$ cat config.mk
export PLATFORM = sky130hd
export DESIGN_NAME = bin2bcd_seq
export DESIGN_NICKNAME = d
export VERILOG_FILES = /design/src/rtl/bin2bcd_pkg.sv /design/src/rtl/bin2bcd_seq_adj.sv /design/src/rtl/bin2bcd_seq.sv
export SDC_FILE = /design/constraint.sdc
export NUM_CORES = 1
export LEC_CHECK = 0
export CORE_ASPECT_RATIO = 0.9
export CORE_MARGIN = 3
export CORE_UTILIZATION = 55
export DETAILED_ROUTE_END_ITERATION = 10
export PLACE_DENSITY = 0.81
export SYNTH_ARGS = -nofsm -noshare
export SYNTH_HDL_FRONTEND = slang
export SYNTH_SLANG_ARGS = --single-unit
$ cat constraint.sdc
create_clock -name i_clk -period 2.4 [get_ports i_clk]
set_clock_uncertainty 0.1 [all_clocks]
set_input_delay 0.48 -clock i_clk [delete_from_list [all_inputs] [get_ports i_clk]]
set_output_delay 0.48 -clock i_clk [all_outputs]
set_load 0.005 [all_outputs]
$ cat src/rtl/bin2bcd_pkg.sv
// Shared types and constants for the sequential double-dabble converter.
// The optional leading-zero mask of bin2bcd_seq is enabled with BIN2BCD_LZ_EN.
package bin2bcd_pkg;

    typedef enum logic {
        IDLE  = 1'b0,
        SHIFT = 1'b1
    } state_t;

    localparam logic [3:0] BCD_ADJ_THRESH = 4'd5;
    localparam logic [3:0] BCD_ADJ_ADD    = 4'd3;

    // ceil(width * log10(2)) in fixed point; width*log10(2) is never an exact integer for width > 0
    function automatic int unsigned bcd_digits_needed(input int unsigned width);
        return (width * 30103 + 99999) / 100000;
    endfunction

endpackage

$ cat src/rtl/bin2bcd_seq_adj.sv
// Single BCD nibble pre-shift correction: adds 3 when the digit is 5 or more.
module bcd_digit_adj
    import bin2bcd_pkg::*;
(
    input  logic [3:0] digit,
    output logic [3:0] adjusted
);

    always_comb begin
        adjusted = digit;
        if (digit >= BCD_ADJ_THRESH) begin
            adjusted = digit + BCD_ADJ_ADD;
        end
    end

endmodule

$ cat src/rtl/bin2bcd_seq.sv
// Sequential binary-to-BCD converter, one input bit per clock, start/busy/done handshake.
// Define BIN2BCD_LZ_EN to add the registered leading-zero mask output o_lz_mask.
module bin2bcd_seq
    import bin2bcd_pkg::*;
#(
    parameter int unsigned BIN_W  = 16,
    parameter int unsigned DIGITS = 5
) (
    input  logic                  i_clk,
    input  logic                  i_rst,
    input  logic                  i_start,
    input  logic [BIN_W-1:0]      i_binary,
    output logic                  o_busy,
    output logic                  o_done,
    output logic [4*DIGITS-1:0]   o_bcd,
    output logic                  o_ovf
`ifdef BIN2BCD_LZ_EN
    ,
    output logic [DIGITS-1:0]     o_lz_mask
`endif
);

    localparam int unsigned     WORK_W   = 4 * DIGITS;
    localparam int unsigned     CNT_W    = $clog2(BIN_W);
    localparam logic [CNT_W-1:0] CNT_LAST = CNT_W'(BIN_W - 1);

    state_t              state;
    logic [BIN_W-1:0]    shift_reg;
    logic [WORK_W-1:0]   work;
    logic [WORK_W-1:0]   work_adj;
    logic [WORK_W-1:0]   work_next;
    logic                carry_out;
    logic                ovf_acc;
    logic [CNT_W-1:0]    cnt;

    for (genvar g = 0; g < DIGITS; g++) begin : g_adj
        bcd_digit_adj u_adj (
            .digit    (work[4*g +: 4]),
            .adjusted (work_adj[4*g +: 4])
        );
    end

    // Bit leaving the top digit is a decimal carry past the last digit, i.e. overflow.
    always_comb begin
        work_next = {work_adj[WORK_W-2:0], shift_reg[BIN_W-1]};
        carry_out = work_adj[WORK_W-1];
    end

`ifdef BIN2BCD_LZ_EN
    localparam logic [DIGITS-1:0] LZ_RST = ~DIGITS'(1);

    logic [DIGITS-1:0] lz_next;
    logic              zero_above;

    always_comb begin
        lz_next    = '0;
        zero_above = 1'b1;
        for (int unsigned k = DIGITS - 1; k >= 1; k--) begin
            zero_above = zero_above & (work_next[4*k +: 4] == 4'd0);
            lz_next[k] = zero_above;
        end
    end
`endif

    always_ff @(posedge i_clk or posedge i_rst) begin
        if (i_rst) begin
            state     <= IDLE;
            shift_reg <= '0;
            work      <= '0;
            cnt       <= '0;
            ovf_acc   <= 1'b0;
            o_busy    <= 1'b0;
            o_done    <= 1'b0;
            o_bcd     <= '0;
            o_ovf     <= 1'b0;
`ifdef BIN2BCD_LZ_EN
            o_lz_mask <= LZ_RST;
`endif
        end else begin
            o_done <= 1'b0;
            case (state)
                IDLE: begin
                    if (i_start) begin
                        shift_reg <= i_binary;
                        work      <= '0;
                        cnt       <= '0;
                        ovf_acc   <= 1'b0;
                        o_busy    <= 1'b1;
                        state     <= SHIFT;
                    end
                end
                SHIFT: begin
                    shift_reg <= {shift_reg[BIN_W-2:0], 1'b0};
                    work      <= work_next;
                    ovf_acc   <= ovf_acc | carry_out;
                    cnt       <= cnt + CNT_W'(1);
                    if (cnt == CNT_LAST) begin
                        o_bcd  <= work_next;
                        o_ovf  <= ovf_acc | carry_out;
                        o_done <= 1'b1;
                        o_busy <= 1'b0;
                        state  <= IDLE;
`ifdef BIN2BCD_LZ_EN
                        o_lz_mask <= lz_next;
`endif
                    end
                end
                default: state <= IDLE;
            endcase
        end
    end

endmodule

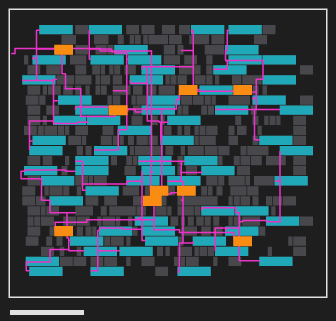
Figure 1: clock distribution.
The bar under the picture is 20 um long.
legend:
  magenta:
    item: clock wires
    length: 839 um
  orange:
    item: clock drivers
    count: 9
  cyan:
    item: flip-flops
    count: 65
routed clock nets: 10
flops lie: spread over the die
Clock Power Share: 19.1%
P_clk: 0.000984 W
Late-Pin Clk Latency: 0.34 ns

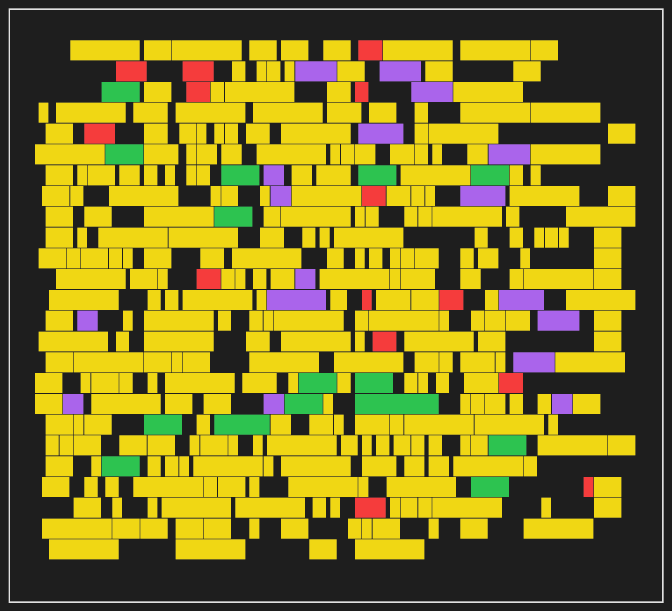
Figure 2: cells by drive strength.
legend:
  red:
    size: _2 cells
    cells: 14
  purple:
    size: _3 and _4 cells
    cells: 17
  green:
    size: _6 and larger
    cells: 15
  yellow:
    size: _0 and _1 cells
    cells: 294
area added between synthesis and finish: 22.7%
setup ws final: 0.618 ns
Plain + repair buffers: 49

==> results_slide.txt <==
Run Summary

Status
  • Outcome: completed

Worst setup path
  • R2r worst-path depth: 6
  • CP Cell Sequence: clkdlybuf4s50_1
  • Critical path depth in cells: 1
  • Worst EP arrival: 1.20 ns
  • CP Capture Point: o_busy
  • FF-to-FF End: o_bcd[2]
  • CP Class: reg -> out
  • Data required, critical path: 1.82 ns

Final timing
  • Fin crit period: 1.78 ns
  • Slew @ Worst Pin: 0.685 ns
  • Endpoints failing setup: 0
  • Slew Viols, Final: 0
  • Slew margin rel.: 54.3%
  • Hold violation total from the final report: 0

Pwr
  • Seq pwr share: 38.6%
  • Switching share of power: 35.4%
  • Logic gate share of total power: 42.4%
  • Peak VDD IR: 0.594 mV
  • Seq power: 0.00199 W
  • Top power group: combinational logic

Hold path
  • Min-delay worst type: reg -> reg
  • Hold path cells: 2

Routing
  • 1st-pass router iterations: 4
  • Wirelength, routed: 5990 um
  • Routed len/inst: 14.7 um
  • DR DRC count: 0
  • Initial DRC count: 86

Synth
  • Largest area contributor in the netlist: dfrtp_1
  • Asr flop ratio synth: 100%
  • Mux frac, synth: 10.8%
  • AND/OR/NAND/NOR Cells, Area Fraction: 11.9%
  • Syn. warnings: 0

Global routing
  • GRT Resource Usage Total: 20.4%
  • Vias in the first global route: 2208
  • Largest net degree at the start of global routing: 28
  • Total gr overflow: 0

Finish
  • Most frequent cells in the layout: 65 x dfrtp_1, 43 x nand2_1, 41 x clkdlybuf4s50_1
  • Storage cell area: 1630 um2
  • Filler cell count: 402
  • Final net count: 366

Clock tree
  • Worst-case clock buffer depth: 2
  • CTS resizes: 0
  • Post-CTS Setup Bufs: 0

Place
  • Post-DP HPWL: 4200 um
  • Placed Instances: 392

Die
  • Initial core utilization: 58.2%
  • Chip Area: 6600 um2
worst reg2reg max path, stage by stage, from the launching register on:
cell and delay [ns]:
dfrtp_1 0.40, inv_1 0.11, ha_1 0.20, nand2b_1 0.08, a21oi_1 0.26, mux2_2 0.39
o21ai_0 0.14
cell type report:
class                   count  area share [%]
clock buffers              13            4.68
flip-flops and latches     65            42.6
clock inverters             2           0.917
repair buffers             49            12.6
inverters                  14            1.38
well taps                  67            2.19
multi-input cells         197            35.6
layer usage:
metal | GRT usage, % | vias to the layer above | wire length (um)
met2 | 32.8 | 48 | 2950
met3 | 6.79 | 4 | 298
met5 | 0 | - | 0
li1 | - | 1097 | -
met4 | 6.17 | 0 | 53
met1 | 26.4 | 1083 | 2690
No activity file was given, so power comes from the tool's default toggle rates.
